<file path="src/rtl/state_sequencer.sv">
// state_sequencer: instruction-cycle sequencer for the Q2 core.
// Walks FETCH/DEREF/LOAD/EXEC/SHIFT/WB and drives the decoder-facing
// state bits s0..s3 (plus registered complements), the write strobe ws,
// and the front-panel run / halt / single-step handshake.
module state_sequencer #(
  parameter int SHIFT_LEN = 8
) (
  input  logic       clk,
  input  logic       nreset,
  input  logic [2:0] o,
  input  logic       deref,
  input  logic       mem_wait,
  input  logic       run,
  input  logic       step_req,
  output logic       s0,
  output logic       s1,
  output logic       s2,
  output logic       s3,
  output logic       ns0,
  output logic       ns1,
  output logic       ns2,
  output logic       ns3,
  output logic       ws,
  output logic       halted,
  output logic       step_ack
);

  // Counter wide enough to hold SHIFT_LEN-1 (SHIFT_LEN is 2..16)
  localparam int CW = (SHIFT_LEN > 2) ? $clog2(SHIFT_LEN) : 1;
  localparam logic [CW-1:0] CNT_LAST = CW'(SHIFT_LEN - 1);

  typedef enum logic [2:0] {
    ST_HALT,
    ST_FETCH,
    ST_DEREF,
    ST_LOAD,
    ST_EXEC,
    ST_SHIFT,
    ST_WB
  } state_e;

  state_e        state_q, state_d;
  logic          ph_q, ph_d;
  logic [CW-1:0] cnt_q, cnt_d;
  logic [2:0]    op_q, op_d;
  logic          stepMode_q, stepMode_d;
  logic          stepPrev_q;
  logic [3:0]    sbits_q, sbits_d;
  logic [3:0]    nsbits_q;
  logic          ws_q, ws_d;
  logic          halted_q, halted_d;
  logic          stepAck_q, stepAck_d;

  logic          stepEdge;
  logic          aluOp;
  logic          endInstr;

  assign stepEdge = step_req & ~stepPrev_q;
  assign aluOp    = ~op_q[2] & (op_q[1:0] != 2'b00);

  // Next-state, instruction-end handling and registered output decode
  always_comb begin
    state_d    = state_q;
    ph_d       = ph_q;
    cnt_d      = cnt_q;
    op_d       = op_q;
    stepMode_d = stepMode_q;
    stepAck_d  = 1'b0;
    endInstr   = 1'b0;

    case (state_q)
      ST_HALT: begin
        if (run) begin
          state_d    = ST_FETCH;
          ph_d       = 1'b0;
          stepMode_d = 1'b0;
        end else if (stepEdge) begin
          state_d    = ST_FETCH;
          ph_d       = 1'b0;
          stepMode_d = 1'b1;
        end
      end

      ST_FETCH, ST_DEREF, ST_LOAD, ST_EXEC, ST_WB: begin
        if (!ph_q) begin
          if (!mem_wait) begin
            ph_d = 1'b1;
          end
        end else begin
          ph_d = 1'b0;
          case (state_q)
            ST_FETCH: begin
              op_d = o;
              if (deref) begin
                state_d = ST_DEREF;
              end else if (!o[2]) begin
                state_d = ST_LOAD;
              end else begin
                state_d = ST_EXEC;
              end
            end
            ST_DEREF: state_d = op_q[2] ? ST_EXEC : ST_LOAD;
            ST_LOAD:  state_d = ST_EXEC;
            ST_EXEC: begin
              if (aluOp) begin
                state_d = ST_SHIFT;
                cnt_d   = '0;
              end else begin
                endInstr = 1'b1;
              end
            end
            ST_WB:    endInstr = 1'b1;
            default:  state_d = ST_HALT;
          endcase
        end
      end

      ST_SHIFT: begin
        if (cnt_q == CNT_LAST) begin
          state_d = ST_WB;
          ph_d    = 1'b0;
          cnt_d   = '0;
        end else begin
          cnt_d = cnt_q + 1'b1;
        end
      end

      default: begin
        state_d = ST_HALT;
        ph_d    = 1'b0;
      end
    endcase

    if (endInstr) begin
      if (!stepMode_q && run) begin
        state_d = ST_FETCH;
      end else begin
        state_d    = ST_HALT;
        stepAck_d  = stepMode_q;
        stepMode_d = 1'b0;
      end
    end

    case (state_d)
      ST_FETCH: sbits_d = 4'b0000;
      ST_DEREF: sbits_d = 4'b0001;
      ST_LOAD:  sbits_d = 4'b0010;
      ST_EXEC:  sbits_d = 4'b0011;
      ST_SHIFT: sbits_d = 4'b0100;
      ST_WB:    sbits_d = 4'b1000;
      default:  sbits_d = 4'b0000;
    endcase

    ws_d     = ph_d & (state_d != ST_HALT) & (state_d != ST_SHIFT);
    halted_d = (state_d == ST_HALT);
  end

  // State register, instruction latches and step edge detector
  always_ff @(posedge clk or negedge nreset) begin
    if (!nreset) begin
      state_q    <= ST_HALT;
      ph_q       <= 1'b0;
      cnt_q      <= '0;
      op_q       <= 3'b000;
      stepMode_q <= 1'b0;
      stepPrev_q <= 1'b0;
    end else begin
      state_q    <= state_d;
      ph_q       <= ph_d;
      cnt_q      <= cnt_d;
      op_q       <= op_d;
      stepMode_q <= stepMode_d;
      stepPrev_q <= step_req;
    end
  end

  // Output flops; true and complement bits load together so they never skew
  always_ff @(posedge clk or negedge nreset) begin
    if (!nreset) begin
      sbits_q   <= 4'b0000;
      nsbits_q  <= 4'b1111;
      ws_q      <= 1'b0;
      halted_q  <= 1'b1;
      stepAck_q <= 1'b0;
    end else begin
      sbits_q   <= sbits_d;
      nsbits_q  <= ~sbits_d;
      ws_q      <= ws_d;
      halted_q  <= halted_d;
      stepAck_q <= stepAck_d;
    end
  end

  assign s0       = sbits_q[0];
  assign s1       = sbits_q[1];
  assign s2       = sbits_q[2];
  assign s3       = sbits_q[3];
  assign ns0      = nsbits_q[0];
  assign ns1      = nsbits_q[1];
  assign ns2      = nsbits_q[2];
  assign ns3      = nsbits_q[3];
  assign ws       = ws_q;
  assign halted   = halted_q;
  assign step_ack = stepAck_q;

endmodule
</file>
<file path="config.mk">
export PLATFORM = sky130hd
export DESIGN_NAME = state_sequencer
export DESIGN_NICKNAME = d
export VERILOG_FILES = /design/src/rtl/state_sequencer.sv
export SDC_FILE = /design/constraint.sdc
export NUM_CORES = 1
export LEC_CHECK = 0
export CAP_MARGIN = 40
export CELL_PAD_IN_SITES_DETAIL_PLACEMENT = 1
export CELL_PAD_IN_SITES_GLOBAL_PLACEMENT = 1
export CORE_MARGIN = 10
export CORE_UTILIZATION = 42
export DETAILED_ROUTE_END_ITERATION = 6
export GPL_TIMING_DRIVEN = 0
export PLACE_DENSITY_LB_ADDON = 0.12
export SETUP_SLACK_MARGIN = 0.1
export SYNTH_ARGS = -nofsm -noshare
export SYNTH_HDL_FRONTEND = slang
export SYNTH_SLANG_ARGS = --single-unit
</file>
<file path="constraint.sdc">
create_clock -name clk -period 4.7 [get_ports clk]
set_clock_uncertainty 0.15 [all_clocks]
set_input_delay 1.175 -clock clk [delete_from_list [all_inputs] [get_ports clk]]
set_output_delay 1.175 -clock clk [all_outputs]
set_load 0.01 [all_outputs]
</file>
Figure 1. Met1 routing (run 1).
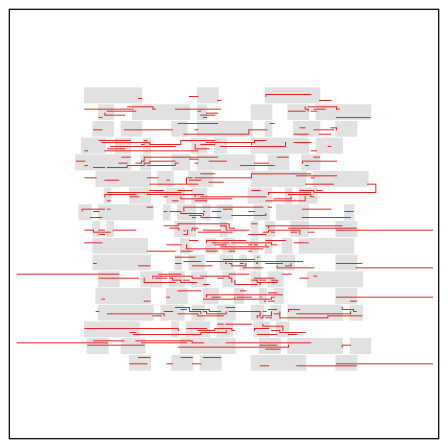
117 nets have wire on it. The layer carries 1,080 um of wire.

Figure 2. Signal wires on met2 (run 1).
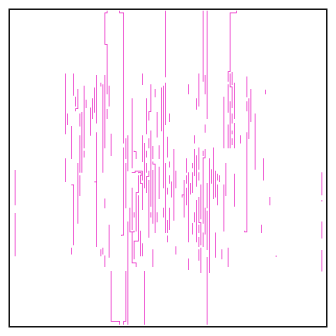
The layer holds 51% of the routed length. The wires run mostly vertical.

Figure 3. Met3 routing (run 1).
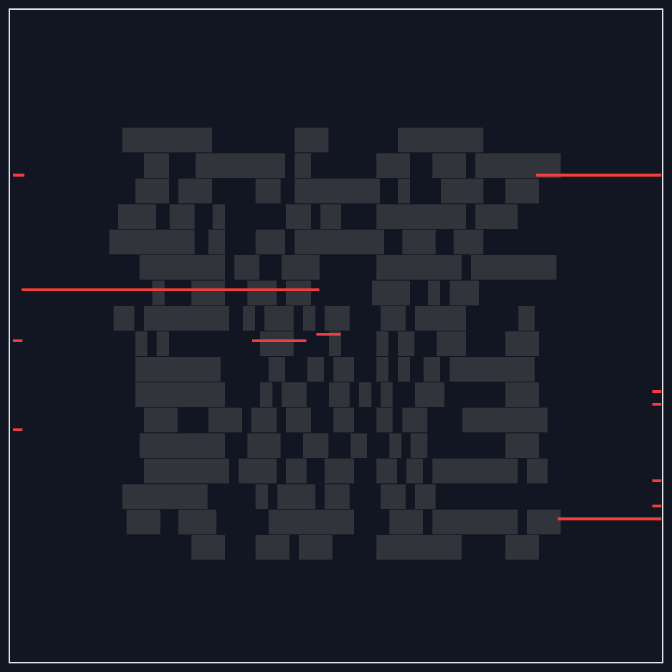
11 nets have wire on it. The layer carries 68.3 um of wire.

==> summary.txt, run 1 <==
The full implementation flow was run.

The flow ran to the end, and the final reports show no timing, DRC or antenna violations. The required arrival time at the worst endpoint stands at 4.76 ns. At the end of the flow the core is filled with cells to 0.5723. After synthesis the cells add up to 1036 um^2. The Yosys warning count stands at 0. The number of clock sinks stands at 23. The final cell area excluding filler cells stands at 1303 um^2. Overall power consumption after layout is estimated at 0.0008474 W. Of the total synthesized cell area, the portion taken by full adders, half adders and majority gates is 0.02415.

The analysis reports a worst IR drop on VDD of 0.3804 mV. Dividing the detail-routed via count by the number of cells gives 5.556. The instance count after placement with tap cells included stands at 138. The die is 69.67 um tall.

Yosys attributes the largest share of cell area to sky130_fd_sc_hd__dfrtp_1, sky130_fd_sc_hd__dfstp_2, sky130_fd_sc_hd__mux2_2. The initial core utilization stands at 0.4552. In this run the worst hold path is classified as reg2reg. The largest fanout of any net on the critical path stands at 6. The synthesis stats list as the most numerous cell sky130_fd_sc_hd__dfrtp_1.

The area fraction in compound gates stands at 0.1268. The via count of the first global-routing pass stands at 825. The largest net degree at the start of global routing stands at 14.

Per the synthesis report, the simple-gate share of the synthesized area is 0.1739. The count of placed standard cells in the final layout, fillers left out stands at 142. The synthesis-to-finish area growth stands at 25.72%. The tally of buffers added on design ports stands at 19. Max-slew check failures listed in the final report amount to 0.
-- run 1: state kept, by name, indices dropped and copies added (netlist names) --
signal	cells
cnt_q	3
halted	1
nsbits_q	4
op_q	3
ph_q	1
sbits_q	4
state_q	3
stepMode_q	1
stepPrev_q	1
step_ack	1
ws	1
-- run 1: worst max-delay path, cell delays in order --
cell	delay (ns)
sky130_fd_sc_hd__clkdlybuf4s50_1	0.50
sky130_fd_sc_hd__or2b_1	0.25
sky130_fd_sc_hd__a222oi_1	0.69
sky130_fd_sc_hd__and2b_1	0.27
sky130_fd_sc_hd__mux2_2	0.26
-- run 1: path summary, 6_finish.rpt --
check	startpoint	endpoint	slack, ns	cells past startpoint
max	o[2]	sbits_q[1]	1.62	5
min	op_q[1]	op_q[1]	0.37	1
max reg2reg	cnt_q[0]	sbits_q[1]	2.20	7
min reg2reg	op_q[1]	op_q[1]	0.37	1
max in group asynchronous	nreset	nsbits_q[3]	2.79	2
min in group asynchronous	nreset	state_q[1]	1.05	1
-- run 1: routing by layer --
metal  global-route usage  wire (um)
met3              0.02425         68
met4              0.02609         12
met1               0.1277       1082
met2               0.1683       1200
met5                    0          0
-- run 1: layout make-up --
class / instances / area share
buffer: 4 / 0.02113
timing repair buffer: 20 / 0.1575
tap: 28 / 0.02690
inverter: 4 / 0.01153
multi-input combinational: 59 / 0.3160
sequential: 23 / 0.4467
clock buffer: 4 / 0.02017
-- run 1: power by group through the flow --
stage	Sequential, W	Clock, W	Combinational (W)
6_report	0.000330	0.0000893	0.000428
5_1_grt	0.000342	0.000105	0.000480
4_1_cts	0.000331	0.0000948	0.000432
3_5_place_dp	0.000335	0	0.000430
3_3_place_gp	0.000329	0	0.000413
2_1_floorplan	0.000342	0	0.000270
Figure 4. Sequential cells colored by netlist name (run 1).
Scale bar: 20 um.
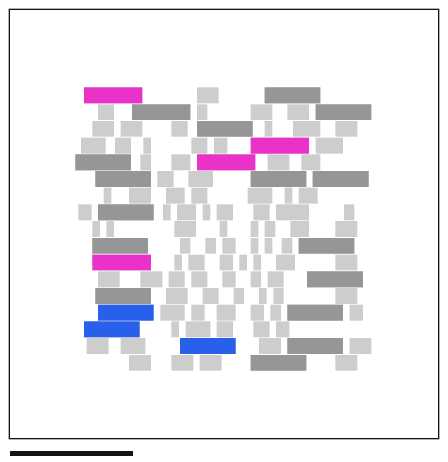

==> run 2, diff against run 1 <==
--- a/config.mk
+++ b/config.mk
@@ -9,7 +9,7 @@
 export CELL_PAD_IN_SITES_DETAIL_PLACEMENT = 1
 export CELL_PAD_IN_SITES_GLOBAL_PLACEMENT = 1
 export CORE_MARGIN = 10
-export CORE_UTILIZATION = 42
+export CORE_UTILIZATION = 39
 export DETAILED_ROUTE_END_ITERATION = 6
 export GPL_TIMING_DRIVEN = 0
 export PLACE_DENSITY_LB_ADDON = 0.12
==> constraint.sdc (replaced) <==
create_clock -name clk -period 3.1 [get_ports clk]
set_clock_uncertainty 0.15 [all_clocks]
set_input_delay 0.775 -clock clk [delete_from_list [all_inputs] [get_ports clk]]
set_output_delay 0.775 -clock clk [all_outputs]
set_load 0.01 [all_outputs]
Figure 5. Sequential cells colored by netlist name (run 2).
Scale bar: 20 um.
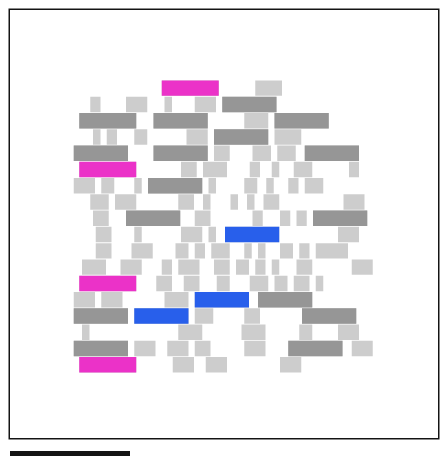
nsbits_q: shown in magenta, flops 4. op_q: shown in blue, flops 3.
Another 16 sequential cells are not colored.

Figure 6. Met1 routing (run 2).
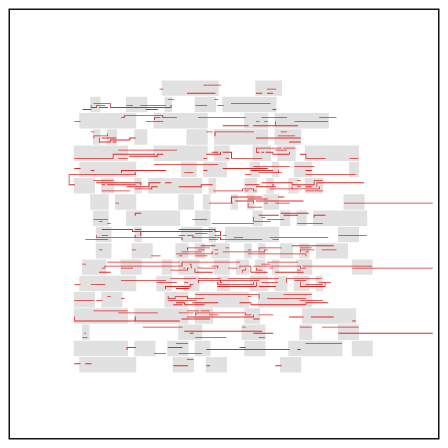
The longest straight run is 17.5 um. The wires run mostly horizontal. The layer holds 41% of the routed length. The layer carries 1,000 um of wire.

==> summary.txt, run 2 <==
The full implementation flow was run.

In this design, the largest share of critical-path delay is due to AND-OR/OR-AND gates. The clock drives 23 sinks. The synthesis-to-finish area growth stands at 26.09%. Per the timing report, the most critical flop-to-flop path originates at cnt_q[0]. The count of pins over their slew limit stands at 0. According to the timing report, the data required time at the worst endpoint equals 3.17 ns.

The via count of the first global-routing pass came to 892. The total buffers and inverters traversed by the critical path stands at 1. Before any placement, the netlist area is recorded as 1036 um^2.

Once placement completed, the tool counted placed cells totaling 140. In this run the worst setup path begins at o[2]. The flow ran to the end, and the final reports show no timing, DRC or antenna violations.

The largest fanout of any net on the critical path stands at 6. The analysis reports a worst IR drop on VDD of 0.5993 mV. STA lists the endpoint of the worst register-to-register path as sbits_q[1]. The largest registers in the layout are nsbits_q x4, sbits_q x4. The post-detailed-route via-to-cell ratio stands at 5.444.

For this run, the number of Yosys warnings is 0. In this design, the stage delay of the slowest critical-path cell is 0.72 ns. The largest net degree at the start of global routing stands at 15. The critical path goes through clkdlybuf4s50_1, or2b_1, a222oi_1, and2b_1, mux2_2.

From bottom edge to top edge, the die measures 71.54 um. The most critical min-delay path falls under reg2reg. The initial core utilization stands at 0.4144. The flop-to-flop setup slack stands at 0.58 ns. Sorting the synthesis cell report by count puts at the top sky130_fd_sc_hd__dfrtp_1.

The slowest stage of the critical path belongs to the cell sky130_fd_sc_hd__a222oi_1. The number of cells on the worst reg-to-reg path is 7. Following the worst setup path forward leads to its endpoint at sbits_q[1].

Once layout is done, the placed cells without fillers occupy 1306 um^2.
Figure 7. Routing congestion (run 2).
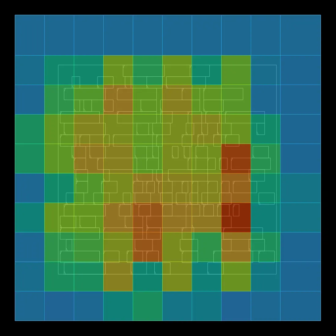
GR met2 Demand/Resource: 0.1784
Util after Layout: 0.5225

run 2: cell counts after synthesis:
No cell type changed its count.
run 2: how the worst min path moves through the flow:
stage / start / end / cells after the start
floorplan: cnt_q[1] / cnt_q[1] / 1
global placement: cnt_q[1] / cnt_q[1] / 1
detailed placement: cnt_q[2] / cnt_q[2] / 1
CTS: cnt_q[2] / cnt_q[2] / 1
global route: cnt_q[2] / cnt_q[2] / 1
finish: cnt_q[2] / cnt_q[2] / 1
run 2: layer usage:
layer	vias up	track usage	routed length (um)
met1	388	0.1143	1002
met5	-	0	0
li1	374	-	-
met3	4	0.03306	140
met2	18	0.1784	1245
met4	0	0.03871	31
run 2: power by group through the flow:
| stage | combinational [W] | clock (W) | sequential [W] |
|---|---|---|---|
| after global routing | 0.000747 | 0.000157 | 0.000515 |
| final | 0.000653 | 0.000143 | 0.000498 |
| after floorplan | 0.000409 | 0 | 0.000519 |
| after detailed placement | 0.000663 | 0 | 0.000506 |
| after global placement | 0.000632 | 0 | 0.000497 |
| after CTS | 0.000666 | 0.000147 | 0.000500 |
run 2: cell families after synthesis:
group                      Yosys count  share of synthesized area
DFF                                 23                     0.5616
and+or+nand+nor                     31                     0.1739
adders and majority gates            2                    0.02415
AOI/OAI and AO/OA                   19                     0.1268
xor gates and xnor gates             1                   0.008456
buffers and inverters                8                    0.04105
muxes                                6                    0.06401
run 2: cell type report:
type | instances | area, um^2 | area share
Timing Repair Buffer | 20 | 205.2 | 0.1571
Inverter | 4 | 15.01 | 0.01149
Buffer | 4 | 27.53 | 0.02107
Clock inverter | 1 | 5.005 | 0.003831
Sequential cell | 23 | 581.8 | 0.4454
Multi-Input combinational cell | 59 | 411.6 | 0.3151
Tap cell | 30 | 37.54 | 0.02874
Clock buffer | 3 | 22.52 | 0.01724
Power is estimated from default activity; no workload was simulated.
